==> config.mk <==
export PLATFORM = sky130hd
export DESIGN_NAME = smg_encode
export DESIGN_NICKNAME = d
export VERILOG_FILES = /design/src/rtl/smg_pkg.sv /design/src/rtl/smg_bin2bcd.sv /design/src/rtl/smg_encode.sv
export SDC_FILE = /design/constraint.sdc
export NUM_CORES = 1
export LEC_CHECK = 0
export ABC_CLOCK_PERIOD_IN_PS = 3500
export CORE_ASPECT_RATIO = 1.75
export CORE_MARGIN = 8
export CORE_UTILIZATION = 49
export CTS_BUF_LIST = sky130_fd_sc_hd__clkbuf_4 sky130_fd_sc_hd__clkbuf_8
export DETAILED_ROUTE_END_ITERATION = 7
export GPL_ROUTABILITY_DRIVEN = 0
export PLACE_DENSITY = 0.81
export SETUP_SLACK_MARGIN = 0.3
export SYNTH_ARGS = -nofsm -noshare
export SYNTH_HDL_FRONTEND = slang
export SYNTH_SLANG_ARGS = --single-unit
==> constraint.sdc <==
create_clock -name CLK -period 3.5 [get_ports CLK]
set_input_delay 0.7 -clock CLK [delete_from_list [all_inputs] [get_ports CLK]]
set_output_delay 0.7 -clock CLK [all_outputs]
set_load 0.03 [all_outputs]
==> src/rtl/smg_pkg.sv <==
// rtl/smg_pkg.sv - shared types and seven-segment constants for smg_encode
package smg_pkg;

  typedef enum logic [1:0] {IDLE, CONV, LOAD} smg_state_t;

  localparam logic [7:0] SEG_0   = 8'hC0;
  localparam logic [7:0] SEG_1   = 8'hF9;
  localparam logic [7:0] SEG_2   = 8'hA4;
  localparam logic [7:0] SEG_3   = 8'hB0;
  localparam logic [7:0] SEG_4   = 8'h99;
  localparam logic [7:0] SEG_5   = 8'h92;
  localparam logic [7:0] SEG_6   = 8'h82;
  localparam logic [7:0] SEG_7   = 8'hF8;
  localparam logic [7:0] SEG_8   = 8'h80;
  localparam logic [7:0] SEG_9   = 8'h90;
  localparam logic [7:0] SEG_OFF = 8'hFF;

  localparam logic [3:0] SCAN_THOU = 4'b0111;
  localparam logic [3:0] SCAN_HUND = 4'b1011;
  localparam logic [3:0] SCAN_TENS = 4'b1101;
  localparam logic [3:0] SCAN_ONES = 4'b1110;

  function automatic logic [7:0] seg_code(input logic [3:0] d);
    case (d)
      4'd0:    seg_code = SEG_0;
      4'd1:    seg_code = SEG_1;
      4'd2:    seg_code = SEG_2;
      4'd3:    seg_code = SEG_3;
      4'd4:    seg_code = SEG_4;
      4'd5:    seg_code = SEG_5;
      4'd6:    seg_code = SEG_6;
      4'd7:    seg_code = SEG_7;
      4'd8:    seg_code = SEG_8;
      4'd9:    seg_code = SEG_9;
      default: seg_code = SEG_OFF;
    endcase
  endfunction

endpackage

==> src/rtl/smg_bin2bcd.sv <==
// rtl/smg_bin2bcd.sv - iterative shift-add-3 binary to 4-digit BCD converter
module smg_bin2bcd #(
  parameter int W = 14
) (
  input  logic         CLK,
  input  logic         RSTn,
  input  logic         start,
  input  logic [W-1:0] bin,
  output logic         done,
  output logic [15:0]  bcd
);

  localparam int CW = $clog2(W + 1);

  logic [W-1:0]  sh;
  logic [CW-1:0] cnt;
  logic [15:0]   adj;

  always_comb begin
    adj = bcd;
    for (int i = 0; i < 4; i++) begin
      if (bcd[4*i +: 4] >= 4'd5) adj[4*i +: 4] = bcd[4*i +: 4] + 4'd3;
    end
  end

  // done flags the cycle whose closing edge performs the final shift
  assign done = (cnt == CW'(1));

  always_ff @(posedge CLK or negedge RSTn) begin
    if (!RSTn) begin
      sh  <= '0;
      cnt <= '0;
      bcd <= '0;
    end else if (start) begin
      sh  <= bin;
      cnt <= CW'(W);
      bcd <= '0;
    end else if (cnt != '0) begin
      {bcd, sh} <= {adj, sh} << 1;
      cnt       <= cnt - CW'(1);
    end
  end

endmodule

==> src/rtl/smg_encode.sv <==
// rtl/smg_encode.sv - binary to seven-segment encoder; SMG_LEAD_BLANK_EN blanks leading zeros
module smg_encode
  import smg_pkg::*;
#(
  parameter int DATA_W         = 14,
  parameter bit SEG_ACTIVE_LOW = 1'b1
) (
  input  logic              CLK,
  input  logic              RSTn,
  input  logic [DATA_W-1:0] In_Data,
  input  logic              In_Valid,
  output logic              In_Ready,
  input  logic [3:0]        ScanSig,
  output logic [7:0]        SmgData,
  output logic              Ovf
);

  // compare at no less than 14 bits so clamping is independent of DATA_W
  localparam int              CW      = (DATA_W > 14) ? DATA_W : 14;
  localparam logic [CW-1:0]   MAX_VAL = CW'(9999);
  localparam logic [7:0]      POL     = SEG_ACTIVE_LOW ? 8'h00 : 8'hFF;

  smg_state_t        state;
  logic              accept;
  logic              over;
  logic              conv_done;
  logic [CW-1:0]     in_ext;
  logic [DATA_W-1:0] conv_in;
  logic [15:0]       bcd;
  logic [15:0]       disp;
  logic [2:0]        blank;
  logic [7:0]        seg_nxt;

  assign accept  = In_Valid && In_Ready;
  assign in_ext  = CW'(In_Data);
  assign over    = (in_ext > MAX_VAL);
  assign conv_in = over ? DATA_W'(MAX_VAL) : In_Data;

  smg_bin2bcd #(.W(DATA_W)) u_bin2bcd (
    .CLK   (CLK),
    .RSTn  (RSTn),
    .start (accept),
    .bin   (conv_in),
    .done  (conv_done),
    .bcd   (bcd)
  );

  always_ff @(posedge CLK or negedge RSTn) begin
    if (!RSTn) begin
      state    <= IDLE;
      In_Ready <= 1'b1;
      Ovf      <= 1'b0;
      disp     <= '0;
    end else begin
      case (state)
        IDLE: if (accept) begin
          state    <= CONV;
          In_Ready <= 1'b0;
          Ovf      <= over;
        end
        CONV: if (conv_done) state <= LOAD;
        LOAD: begin
          disp     <= bcd;
          state    <= IDLE;
          In_Ready <= 1'b1;
        end
        default: begin
          state    <= IDLE;
          In_Ready <= 1'b1;
        end
      endcase
    end
  end

  always_comb begin
`ifdef SMG_LEAD_BLANK_EN
    blank[2] = (disp[15:12] == 4'd0);
    blank[1] = blank[2] && (disp[11:8] == 4'd0);
    blank[0] = blank[1] && (disp[7:4] == 4'd0);
`else
    blank = 3'b000;
`endif
  end

  always_comb begin
    seg_nxt = SEG_OFF;
    case (ScanSig)
      SCAN_THOU: seg_nxt = blank[2] ? SEG_OFF : seg_code(disp[15:12]);
      SCAN_HUND: seg_nxt = blank[1] ? SEG_OFF : seg_code(disp[11:8]);
      SCAN_TENS: seg_nxt = blank[0] ? SEG_OFF : seg_code(disp[7:4]);
      SCAN_ONES: begin
        seg_nxt = seg_code(disp[3:0]);
        if (Ovf) seg_nxt[7] = 1'b0;
      end
      default: seg_nxt = SEG_OFF;
    endcase
  end

  always_ff @(posedge CLK or negedge RSTn) begin
    if (!RSTn) SmgData <= SEG_OFF ^ POL;
    else       SmgData <= seg_nxt ^ POL;
  end

endmodule

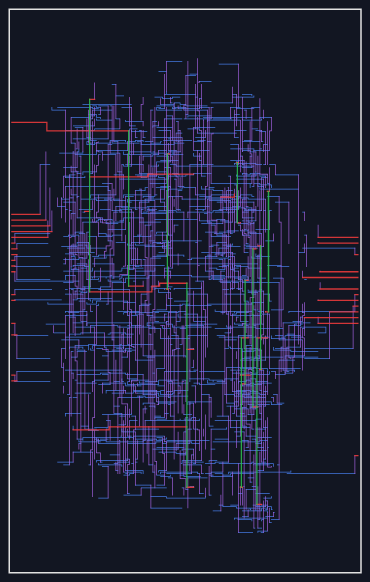
(images/metal_stack.png)
legend:
  met4:
    colour: green
    wire_length: 371 µm
  met1:
    colour: blue
    wire_length: 3,110 µm
  met2:
    colour: purple
    wire_length: 4,330 µm
  met3:
    colour: red
    wire_length: 278 µm
total detailed-routing wirelength: 8080 µm
total number of vias: 2,950
GRT Resource Usage Total: 14.9%

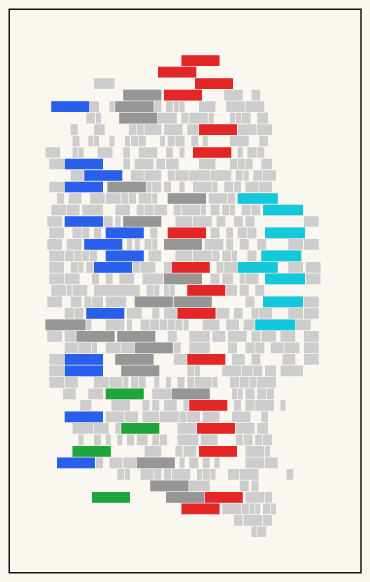
(images/registers.png)
legend:
  disp:
    colour: red
    sequential_cells: 16
  u_bin2bcd.cnt:
    colour: green
    sequential_cells: 4
  u_bin2bcd.sh:
    colour: blue
    sequential_cells: 14
  SmgData:
    colour: cyan
    sequential_cells: 8
    where: east
sequential cell area: 1560 µm²
power of the sequential group: 0.730 mW
flop share of the area: 35.8%
final core utilization: 57.6%

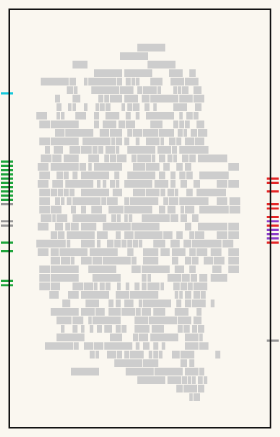
(images/pins.png)
Pins as bars across the die edge, other pins in grey.
legend:
  SmgData:
    colour: red
    pins: 8
    direction: output
    edge: east
  CLK:
    colour: cyan
    pins: 1
    direction: input
    edge: west
  In_Data:
    colour: green
    pins: 14
    direction: input
    edge: west
  ScanSig:
    colour: purple
    pins: 4
    direction: input
    edge: east
all pins by edge: 18 west, 13 east

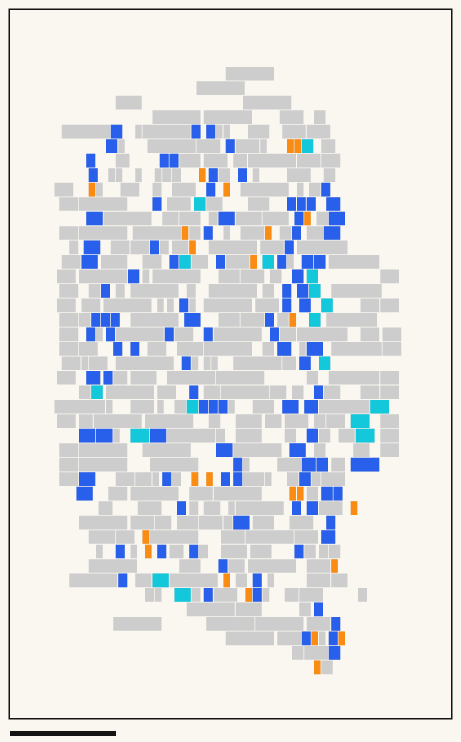
(images/gate_families.png)
Bar = 20 µm.
legend:
  AND and OR gates:
    colour: cyan
    cells: 17
    most_used: or3_1
  inverters:
    colour: orange
    cells: 24
    most_used: inv_1
  inverting AOI/OAI gates:
    colour: blue
    cells: 105
    most_used: o21ai_0

==> flow report <==
STATUS
-----------------------------------------------------------------------------------------------------
Run status ............................................................................. finished clean

LOGIC SYNTHESIS
-----------------------------------------------------------------------------------------------------
Register share after synthesis .........................................................        40.8%
Ys cells ...............................................................................          395
Share of cell area taken by muxes after synthesis ......................................        6.40%
Post-synth top area cell ............................................................... sky130_fd_sc_hd__dfrtp_1
Average footprint of a synthesized cell ................................................     9.71 µm²
Top cell area share ....................................................................        34.6%
Top cells by instance count after synthesis ............................................ sky130_fd_sc_hd__dfrtp_1, sky130_fd_sc_hd__ha_1, sky130_fd_sc_hd__o21ai_0
Count leader, synth .................................................................... sky130_fd_sc_hd__dfrtp_1
Post-synthesis net count ...............................................................          451
Post-synthesis share of cell area spent on full adders, half adders and majority gates .        11.4%
Logic family by area ................................................................... AND-OR/OR-AND gates
Simple-Gate Fraction of Synth Area .....................................................        15.0%
Async set-or-reset flop fraction in the synthesized netlist ............................         100%
Commonest flop ......................................................................... sky130_fd_sc_hd__dfrtp_1

DRT
-----------------------------------------------------------------------------------------------------
DRT antenna net count ..................................................................            0
TritonRoute pass-1 iters ...............................................................            4
Number of remaining DRC errors .........................................................            0

CLOCK NETWORK
-----------------------------------------------------------------------------------------------------
Setup bufs post-CTS ....................................................................            0
Number of clock sinks ..................................................................           62
CTS Root Buffer Type ................................................................... sky130_fd_sc_hd__clkbuf_8
Clock transition time at the flip-flop clock pins of the worst setup and hold paths ....      0.07 ns
CTS tree ...............................................................................        built
Deepest clock path buffer count ........................................................            2

GLOBAL ROUTING
-----------------------------------------------------------------------------------------------------
Overall overflow remaining after global route ..........................................            0
Global-route wire length before repair .................................................    13,600 µm
Vias in the first global route .........................................................        3,025

CRITICAL PATH
-----------------------------------------------------------------------------------------------------
Class of the most critical setup path ..................................................      reg2out
Critical Path, Cell by Cell ............................................................ clkdlybuf4s50_1
Max incr delay on CP ...................................................................      0.67 ns
Critical register-to-register path startpoint .......................................... u_bin2bcd.cnt[0]
Buf+Inv Stages, Crit Path ..............................................................            1
Internal reg-to-reg setup slack ........................................................      1.59 ns
Endpoint of the worst-slack reg-to-reg timing path ..................................... u_bin2bcd.bcd[9]

STA
-----------------------------------------------------------------------------------------------------
Worst Clk Skew .........................................................................    0.0126 ns
Final worst slack ......................................................................      1.24 ns
RSZ-0062 raised after global routing ...................................................        false
Setup TNS ..............................................................................         0 ns
Transition at the pin with the smallest max-transition slack ...........................     0.838 ns
Count of endpoints failing hold in the final timing report .............................            0

FLOORPLANNING
-----------------------------------------------------------------------------------------------------
Floorplan Utilization ..................................................................        50.7%
Floorplan die area .....................................................................   11,000 µm²
Number of top-level pins ...............................................................           31

FINAL LAYOUT
-----------------------------------------------------------------------------------------------------
Largest registers ...................................................................... disp: 16 flops, u_bin2bcd.bcd: 16 flops, u_bin2bcd.sh: 14 flops
Final instance area ....................................................................     4360 µm²
Diode count ............................................................................            0

PWR
-----------------------------------------------------------------------------------------------------
Worst supply voltage drop on vdd .......................................................     0.351 mV

WORST HOLD PATH
-----------------------------------------------------------------------------------------------------
Worst Hold Class .......................................................................     in2async

PLACE
-----------------------------------------------------------------------------------------------------
HPWL after detailed placement ..........................................................      6030 µm
DP Cell Count ..........................................................................          496

[final cells by class]
class	count	area, µm²	area share [%]
Multi-Input combinational cell	289	2070	47.5
Timing Repair Buffer	33	318	7.29
Clock buffer	11	151	3.47
Sequential cell	62	1560	35.8
Inverter	24	90.1	2.07
Tap cell	88	110	2.53
Clock inverter	5	57.6	1.32
[power breakdown]
part           internal [mW]  leakage, nW  switching (mW)  total, mW
logic                 0.0419        0.953          0.0471     0.0890
clock network          0.366       0.0976           0.286      0.652
registers              0.728        0.799         0.00167      0.730
total                   1.14         1.85           0.335       1.47
[metal layers]
layer | up-vias | global-route usage, % | share of wire (%)
li1 | 1427 | - | -
met1 | 1438 | 14.4 | 38
met2 | 59 | 26.7 | 54
met3 | 26 | 3.87 | 3.4
met4 | 0 | 10.2 | 4.6
met5 | - | 0 | 0
Power is estimated from default activity; no workload was simulated.
